==> run_1/clocks.png <==
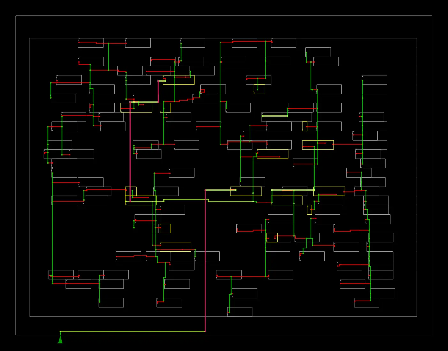
==> run_1/io_placement.png <==
The bar under the picture is 20 um long. Pins as bars across the die edge, other pins in grey.
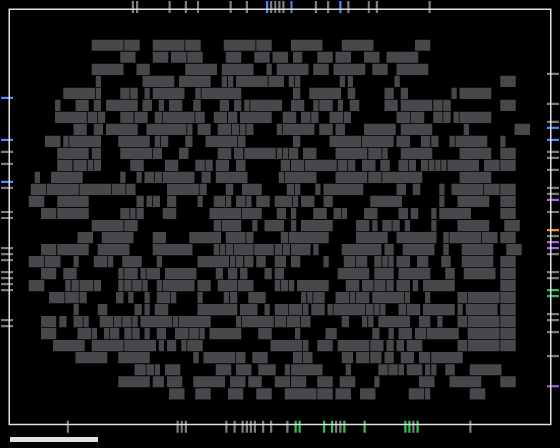
==> run_1/flops_by_reg.png <==
The bar under the picture is 20 um long.
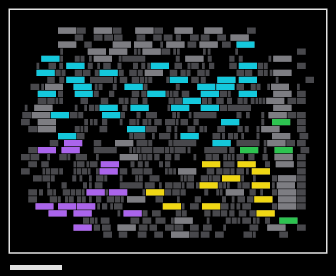
==> run_1/detail.png <==
The bar under the picture is 20 um long. Region (36, 41) to (86, 91) um. Cells in grey, sequential cells in the stronger grey; small squares are vias.
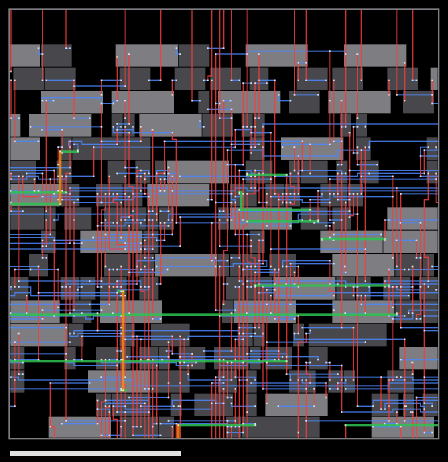
==> src/rtl/iob_eth_ram_byte_writer.sv <==
// iob_eth_ram_byte_writer: packs an RX byte stream little-endian into RAM words and writes them from a base address.
module iob_eth_ram_byte_writer #(
  parameter int ADDR_W = 11,
  parameter int DATA_W = 32,
  parameter int BCNT_W = ADDR_W + $clog2(DATA_W/8) + 1
) (
  input  logic                clk_i,
  input  logic                rst_i,
  input  logic                start_i,
  input  logic [ADDR_W-1:0]   base_addr_i,
  input  logic                byte_valid_i,
  input  logic [7:0]          byte_data_i,
  input  logic                byte_last_i,
  output logic                byte_ready_o,
  output logic                busy_o,
  output logic                done_o,
  output logic [BCNT_W-1:0]   byte_count_o,
  output logic                overflow_o,
  output logic [DATA_W/8-1:0] ram_w_strb_o,
  output logic [ADDR_W-1:0]   ram_w_addr_o,
  output logic [DATA_W-1:0]   ram_w_data_o
);
  localparam int NB = DATA_W / 8;
  localparam int LW = NB > 1 ? $clog2(NB) : 1;
  typedef enum logic {IDLE, RECV} state_t;
  state_t state_q, state_d;
  logic [ADDR_W-1:0] ptr_q, ptr_d, addr_q, addr_d;
  logic [LW-1:0] lane_q, lane_d;
  logic [DATA_W-1:0] pack_q, pack_d, pack_n, data_q, data_d;
  logic [BCNT_W-1:0] cnt_q, cnt_d;
  logic [NB-1:0] strb_q, strb_d, strb_n;
  logic ovf_q, ovf_d, done_q, done_d;
  logic acc, full, store, wr;
  // Capacity is exactly 2^(BCNT_W-1) bytes, so the counter MSB flags a full buffer.
  assign full  = cnt_q[BCNT_W-1];
  assign acc   = byte_valid_i & byte_ready_o;
  assign store = acc & ~full;
  assign wr    = store & ((lane_q == LW'(NB-1)) | byte_last_i);
  always_ff @(posedge clk_i) begin
    if (rst_i) state_q <= IDLE;
    else state_q <= state_d;
  end
  always_comb begin
    state_d = start_i ? RECV : (state_q == RECV && acc && byte_last_i) ? IDLE : state_q;
  end
  always_comb begin
    byte_ready_o = (state_q == RECV) & ~start_i;
    busy_o       = state_q == RECV;
  end
  always_comb begin
    pack_n = pack_q;
    pack_n[{lane_q, 3'b000} +: 8] = byte_data_i;
    strb_n = '0;
    for (int i = 0; i < NB; i++) strb_n[i] = LW'(i) <= lane_q;
  end
  always_comb begin
    ptr_d  = ptr_q;
    lane_d = lane_q;
    pack_d = pack_q;
    cnt_d  = cnt_q;
    ovf_d  = ovf_q;
    strb_d = '0;
    addr_d = '0;
    data_d = '0;
    done_d = acc & byte_last_i;
    if (start_i) begin
      ptr_d  = base_addr_i;
      lane_d = '0;
      pack_d = '0;
      cnt_d  = '0;
      ovf_d  = 1'b0;
    end else if (acc && full) begin
      ovf_d = 1'b1;
    end else if (store) begin
      cnt_d = cnt_q + 1'b1;
      if (wr) begin
        strb_d = strb_n;
        addr_d = ptr_q;
        data_d = pack_n;
        ptr_d  = ptr_q + 1'b1;
        lane_d = '0;
        pack_d = '0;
      end else begin
        lane_d = lane_q + 1'b1;
        pack_d = pack_n;
      end
    end
  end
  always_ff @(posedge clk_i) begin
    if (rst_i) begin
      ptr_q  <= '0;
      lane_q <= '0;
      pack_q <= '0;
      cnt_q  <= '0;
      ovf_q  <= 1'b0;
      strb_q <= '0;
      addr_q <= '0;
      data_q <= '0;
      done_q <= 1'b0;
    end else begin
      ptr_q  <= ptr_d;
      lane_q <= lane_d;
      pack_q <= pack_d;
      cnt_q  <= cnt_d;
      ovf_q  <= ovf_d;
      strb_q <= strb_d;
      addr_q <= addr_d;
      data_q <= data_d;
      done_q <= done_d;
    end
  end
  assign done_o       = done_q;
  assign byte_count_o = cnt_q;
  assign overflow_o   = ovf_q;
  assign ram_w_strb_o = strb_q;
  assign ram_w_addr_o = addr_q;
  assign ram_w_data_o = data_q;
endmodule
==> config.mk <==
export PLATFORM = sky130hd
export DESIGN_NAME = iob_eth_ram_byte_writer
export DESIGN_NICKNAME = d
export VERILOG_FILES = /design/src/rtl/iob_eth_ram_byte_writer.sv
export SDC_FILE = /design/constraint.sdc
export NUM_CORES = 1
export LEC_CHECK = 0
export CORE_ASPECT_RATIO = 0.75
export CORE_MARGIN = 4
export CORE_UTILIZATION = 43
export CTS_CLUSTER_DIAMETER = 150
export CTS_CLUSTER_SIZE = 16
export DETAILED_ROUTE_END_ITERATION = 7
export GPL_TIMING_DRIVEN = 0
export HOLD_SLACK_MARGIN = 0.15
export PLACE_DENSITY = 0.69
export SYNTH_ARGS = -nofsm -noshare
export SYNTH_HDL_FRONTEND = slang
export SYNTH_SLANG_ARGS = --single-unit
==> constraint.sdc <==
create_clock -name clk_i -period 4.01 [get_ports clk_i]
set_clock_uncertainty 0.15 [all_clocks]
set_input_delay 0.802 -clock clk_i [delete_from_list [all_inputs] [get_ports clk_i]]
set_output_delay 0.802 -clock clk_i [all_outputs]
set_load 0.05 [all_outputs]
==> ci_impl_report.md, run 1 <==
## Synthesis and layout report

| Metric | Value |
|---|---|
| Core area | between 9000 and 10000 sq um |
| Area leader, netlist | dfxtp_1 |
| Min Hold Slack | between 0.3 and 0.4 ns |
| Layout area overhead | 28.94% |
| Wire length on met3 | approximately 600 um |
| HP Start | pack_q[14]$_SDFFE_PP0P_ |
| Top cell type's share of synthesized area | 0.5187 |
| Number of DRC markers in iteration 0 | around 230 |
| Clock tree sinks | around 110 |
| NumNets Final | around 570 |
| Logic share of the area | 0.3433 |
| Worst Hold Class | reg2reg |
| Via count | roughly 3500 |
| Setup Buffers After CTS | 0 |
| Worst-Margin Slew | 0.9023 ns |
| Non-Clock Buffer Count | around 110 |
| Yosys Instances | 451 |
| Tmin final | ~2.9 ns |
| Die X-Extent | 122.2 um |
| Layout cells sized above 1 | 0.04587 |
| Clock network area share | 0.05098 |
| Number of synthesized flops with an enable pin | 0 |
| Post-DP HPWL | a little over 7 mm |
| Sequential share of the synthesized area | 0.5187 |
| All-Layer GR Usage | 0.1782 |
| Std cell rows | 30 |
| First-pass GRT wire length | about 16 mm |
| Switching power share of the total | 0.2288 |
| CTS Root Cell | clkbuf_16 |
| Worst-case reg-to-reg path depth | 7 |
| Largest Pwr Group | registers |
| Via/cell ratio | 5.150 |
| Total Power | approximately 2.0 mW |
| Setup CP Type | in2out |
| Number of instances in the placed design | around 660 |
| Finished Layout Cells | just under 700 |
| Post-Syn Instances | between 400 and 500 |
| Pre-antenna DRT Iters | 4 |
| Max Freq | between 300 and 400 MHz |
| Status | finished, final reports clean |
| #FFs+latches synth | approximately 110 |
| GP Congestion | 0.8033 |
| WL final | 9.992 mm |
| Number of port buffers | approximately 78 |
| VDD IR max | between 200 and 300 uV |
| Final-layout fill cell count | about 860 |
| Req. time, crit path | roughly 3.1 ns |
| Cts repair resizes | 0 |
| Sequential power share | 0.544 |
| N_taps | ~130 |
| Slew HR | 0.3935 |
| Leakage | 1.928 nW |
| Global route overflow | 0 |
| Critical path data arrival time | about 1.9 ns |
| Buffering overhead | 0.1663 |
| Yosys chip area | around 4200 sq um |
| Setup crit end kind | output pin |
| Non-Clock Inverter Count | 11 |
| WL/cell | about 15 um |
| R2R Setup Slk | about 1.2 ns |
| Clock buffer depth | 2 |
| Mapped Nets | between 400 and 500 |
| Metal-1 WL | between 4 and 5 mm |
| Clk slew on worst S/H paths | roughly 0.07 ns |
| Post-layout period usage | 0.7108 |
| Max Cap Viol | 0 |
| Top layer reached by signal wires | met4 |
| Antenna diode count | 0 |
| Place WS | roughly 1 ns |
| Net switching power figure | approximately 0.46 mW |
| DP Area | around 5000 sq um |
| Clock Latency Late Sink | ~0.34 ns |
| Hold path depth | 1 |
| Yosys cell types | 46 |
| Setup TNS | 0 ns |
| Final setup violation count | 0 |
| Post-route cell area | 5424 sq um |
| Post-CTS Hold Fix Bufs | 0 |
| Worst reg2reg endpoint | pack_q[17]$_SDFFE_PP0P_ |
| Slew Limit Fails | 0 |
Notes on clocks.png above:
clock buffer count from CTS: 9
flip-flops: 109
clock buffers: 11
clk pwr: 0.818 mW

Notes on io_placement.png above:
| port | colour | pins | direction | edge |
|---|---|---|---|---|
| byte_data_i | blue | 8 | input | 3 top, 3 left, 2 right |
| base_addr_i | green | 11 | input | 9 bottom, 2 right |
| byte_last_i | orange | 1 | input | right |
| ram_w_strb_o | purple | 4 | output | right |
all pins by edge: 26 right, 26 bottom, 20 top, 17 left

Notes on flops_by_reg.png above:
| netlist name | colour | sequential cells |
|---|---|---|
| byte_count_o | purple | 14 |
| ptr_q | yellow | 11 |
| ram_w_strb_o | green | 4 |
| pack_q | cyan | 32 |
not coloured: 48
register area: 2182 sq um
flop share of the area: 0.4023
post-layout util: 0.5850

Notes on detail.png above:
| layer | colour |
|---|---|
| metal 2 | red |
| metal 3 | green |
| metal 1 | blue |
| metal 4 | orange |
netlist names of flops here include: pack_q (19), ram_w_data_o (11)
cells with their middle in the window: 148
most frequent: dfxtp_1 (31), nor2b_1 (20), a22o_1 (19)
sequential cells in the window: 31

## run 1: cells by family (layout without fill, tap and decap cells)
logic type / after synthesis / count (layout) / share of synthesized area
adders and majority gates: 9 / 9 / 0.02677
AOI/OAI and AO/OA: 98 / 98 / 0.1594
and+or+nand+nor: 181 / 181 / 0.2231
buffers and inverters: 38 / 132 / 0.03867
xor gates and xnor gates: 16 / 16 / 0.03331
DFF: 109 / 109 / 0.5187
## run 1: how the worst max path moves through the flow
stage | from | end | slack, ns | cells past startpoint
floorplan | start_i | byte_count_o[11]$_SDFFE_PP0P_ | 1.67 | 6
global placement | byte_valid_i | ram_w_data_o[31]$_SDFF_PP0_ | 1.04 | 7
detailed placement | rst_i | pack_q[13]$_SDFFE_PP0P_ | 1.00 | 5
CTS | start_i | byte_ready_o | 1.15 | 3
global route | lane_q[0]$_SDFFE_PP0P_ | pack_q[17]$_SDFFE_PP0P_ | 1.04 | 7
finish | start_i | byte_ready_o | 1.16 | 3
## run 1: worst max-delay path, cell delays in order
cell             delay [ns]
buf_6                  0.11
and2b_2                0.19
clkdlybuf4s50_1        0.79
## run 1: placed cells by master, fill, tap and decap left out, types with 8 or more instances in the layout
cell type / synthesis / final
dfxtp_1: 109 / 109
clkdlybuf4s50_1: 0 / 78
nor2_1: 71 / 71
a21oi_1: 43 / 43
nor2b_1: 35 / 35
a22o_1: 32 / 32
nand2_1: 15 / 15
xnor2_1: 13 / 13
clkbuf_1: 10 / 12
inv_1: 11 / 11
and2_1: 11 / 11
buf_1: 11 / 11
nand3_1: 9 / 9
nor3_1: 9 / 9
ha_1: 9 / 9
clkbuf_16: 0 / 9
a211oi_1: 8 / 8
==> inputs of run 2 (changes only) <==
--- a/config.mk
+++ b/config.mk
@@ -13,7 +13,7 @@
 export DETAILED_ROUTE_END_ITERATION = 7
 export GPL_TIMING_DRIVEN = 0
 export HOLD_SLACK_MARGIN = 0.15
-export PLACE_DENSITY = 0.69
+export PLACE_DENSITY = 0.72
 export SYNTH_ARGS = -nofsm -noshare
 export SYNTH_HDL_FRONTEND = slang
 export SYNTH_SLANG_ARGS = --single-unit
==> constraint.sdc (replaced) <==
create_clock -name clk_i -period 2.4 [get_ports clk_i]
set_clock_uncertainty 0.15 [all_clocks]
set_input_delay 0.48 -clock clk_i [delete_from_list [all_inputs] [get_ports clk_i]]
set_output_delay 0.48 -clock clk_i [all_outputs]
set_load 0.05 [all_outputs]
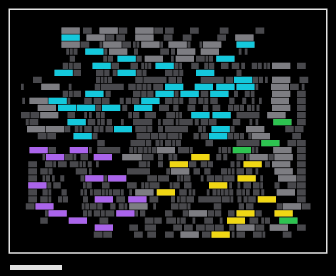
(run_2/flops_by_reg.png)
The bar under the picture is 20 um long.
| netlist name | colour | sequential cells |
|---|---|---|
| byte_count_o | purple | 14 |
| ram_w_strb_o | green | 4 |
| pack_q | cyan | 32 |
| ptr_q | yellow | 11 |
flop share of the area: 0.3978
register area: 2183 sq um

==> run 2 against run 1 <==
Net effect:
- flip-flop count did not move
- synthesized cell count did not move
- count of clock-buffer cells in the layout fell by 2
- die area stayed put
- critical path depth fell by 2
- worst hold slack worse by 0.092 ns
- utilization rose by 0.70 points
- global-route usage rose by 0.22 points
- wire length rose by 1.6%
- sequential power rose by 67%
- setup slack worse by 1.0 ns
- register-to-register slack got worse by 1.1 ns
- critical path type is now reg2out
==> ci_impl_report.md, run 2 <==
## Synthesis and layout report

| Metric | Value |
|---|---|
| Yosys Instances | 451 (unchanged) |
| Top Layout Cells | dfxtp_1 (108), clkdlybuf4s50_1 (76), nor2_1 (70) |
| Worst Hold Class | in2reg |
| Crit path max-delay cell type | clkdlybuf4s50_1 |
| Final-layout fill cell count | 836 (-2.7%) |
| Setup TNS | 0 ns (unchanged) |
| Number of instances in the placed design | 657 (unchanged) |
| Clk pwr | 1.41 mW (+72%) |
| Adder share | 0.02677 (unchanged) |
| CP Depth | 1 (-2) |
| Critical-path cell list | clkdlybuf4s50_1 |
| Cell family with most CP delay | buffers and inverters |
| Switching power share of the total | 0.2392 (+0.01036) |
| Setup CP Type | reg2out |
| Place WS | -0.3745 ns (-1.376 ns) |
| Leakage | 1.984 nW (+2.9%) |
| Slew Limit Fails | 0 (unchanged) |
| Clock buffer depth | 2 (unchanged) |
| Top cell excl fill/tap | dfxtp_1 |
| Worst Setup EP | byte_count_o[3] |
| Number of synthesized flops with an enable pin | 0 (unchanged) |
| Max Freq | between 400 and 500 MHz |
| Req. time, crit path | 1.77 ns (-1.29 ns) |
| Setup crit start | byte_count_o[3]$_SDFFE_PP0P_ |
| Status | finished, final reports clean |
| Mapped Nets | 484 (unchanged) |
| Finished Layout Cells | 673 (unchanged) |
| Worst-Margin Slew | 0.6541 ns (-0.2482 ns) |
| WL/cell | 15.08 um (+1.6%) |
| Global route overflow | 0 (unchanged) |
| Core area | 9271 sq um (unchanged) |
| Setup crit end kind | output pin |
| R2R Setup Slk | 0.16 ns (-1.07 ns) |
| Clock buffer count from CTS | 9 (unchanged) |
| Sequential power share | 0.537 (-0.007) |
| WL final | 10.15 mm (+1.6%) |
| Clk slew on worst S/H paths | 0.07 ns (about the same) |
| Clock tree sinks | 109 (unchanged) |
| Multiplexer share | 0 (unchanged) |
| #FFs+latches synth | 109 (unchanged) |
| Slew HR | 0.5639 (+0.1705) |
| Die X-Extent | 122.2 um (unchanged) |
| Via/cell ratio | 5.134 (-0.32%) |
| Max Cap Viol | 0 (unchanged) |
| Antenna diode count | 0 (unchanged) |
| Hold path depth | 2 (+1) |
| Max incr delay on CP | 0.85 ns (+0.06 ns) |
| Clock Latency Late Sink | 0.34 ns (about the same) |
| Layout cells sized above 1 | 0.07706 (+0.03119) |
| Yosys cell types | 46 (unchanged) |
| Post-Syn Instances | 451 (unchanged) |
| All-Layer GR Usage | 0.1803 (+0.002177) |
| GP Congestion | 0.8140 (+1.3%) |
| Worst-case reg-to-reg path depth | 7 (unchanged) |
| Post-layout util | 0.5920 (+0.007018) |
| Post-DP HPWL | 7.046 mm (-1.5%) |
| Pre-antenna DRT Iters | 4 (unchanged) |
| Critical path data arrival time | 1.64 ns (-0.26 ns) |
| Yosys chip area | 4207 sq um (unchanged) |
| Total Power | 3.436 mW (+69%) |
| Layout area overhead | 30.49% |
| Via count | 3455 (-0.32%) |
| Post-layout period usage | 0.9476 |
| Top cell type's share of synthesized area | 0.5187 (unchanged) |
| Net switching power figure | 0.8217 mW (+77%) |
| Std cell rows | 30 (unchanged) |
## run 2: cell count changes in the layout (fill, tap and decap cells not counted), moves of 2 or more
cell,delta
clkinv_2,+2
nor3_1,-2
clkbuf_2,+3
a21oi_1,-3
buf_1,-2
clkbuf_1,-4
a21oi_2,+3
clkdlybuf4s50_1,-2
## run 2: layout make-up
cell class / instances / area share
Tap cell: 128 / 0.02918
Timing Repair Buffer: 79 / 0.1438
Inverter: 11 / 0.007522
Buffer: 26 / 0.02211
Sequential cell: 109 / 0.3978
Clock inverter: 7 / 0.01026
Multi-Input combinational cell: 304 / 0.3483
Clock buffer: 9 / 0.04103
## run 2: cells by family after synthesis
group / after synthesis
XOR/XNOR: 16
flip-flops: 109
buffers and inverters: 38
AND-OR/OR-AND: 98
adder cells (fa/ha/maj): 9
AND/OR/NAND/NOR: 181
## run 2: worst min path at each step
stage | start | end | slack [ns]
6_report | start_i | ptr_q[9]$_SDFFE_PP0P_ | 0.23
4_1_cts | start_i | ptr_q[9]$_SDFFE_PP0P_ | 0.22
5_1_grt | start_i | ptr_q[9]$_SDFFE_PP0P_ | 0.24
3_5_place_dp | pack_q[14]$_SDFFE_PP0P_ | pack_q[14]$_SDFFE_PP0P_ | 0.30
2_1_floorplan | ptr_q[10]$_SDFFE_PP0P_ | ram_w_addr_o[10]$_SDFF_PP0_ | 0.28
3_3_place_gp | ptr_q[10]$_SDFFE_PP0P_ | ram_w_addr_o[10]$_SDFF_PP0_ | 0.29
## run 2: timing repair
action                     CTS  global route
pin swaps                    1             0
gates resized                8            11
cloned                       0             0
setup endpoints to repair   32            46
buffers inserted             1             0
## run 2: layer usage
metal / GRT usage / part of all wire
met2: 0.2670 / 0.43
met4: 0.04380 / 0.0092
met1: 0.2628 / 0.49
met5: 0 / 0
met3: 0.04455 / 0.067
Power and IR drop assume default switching activity.
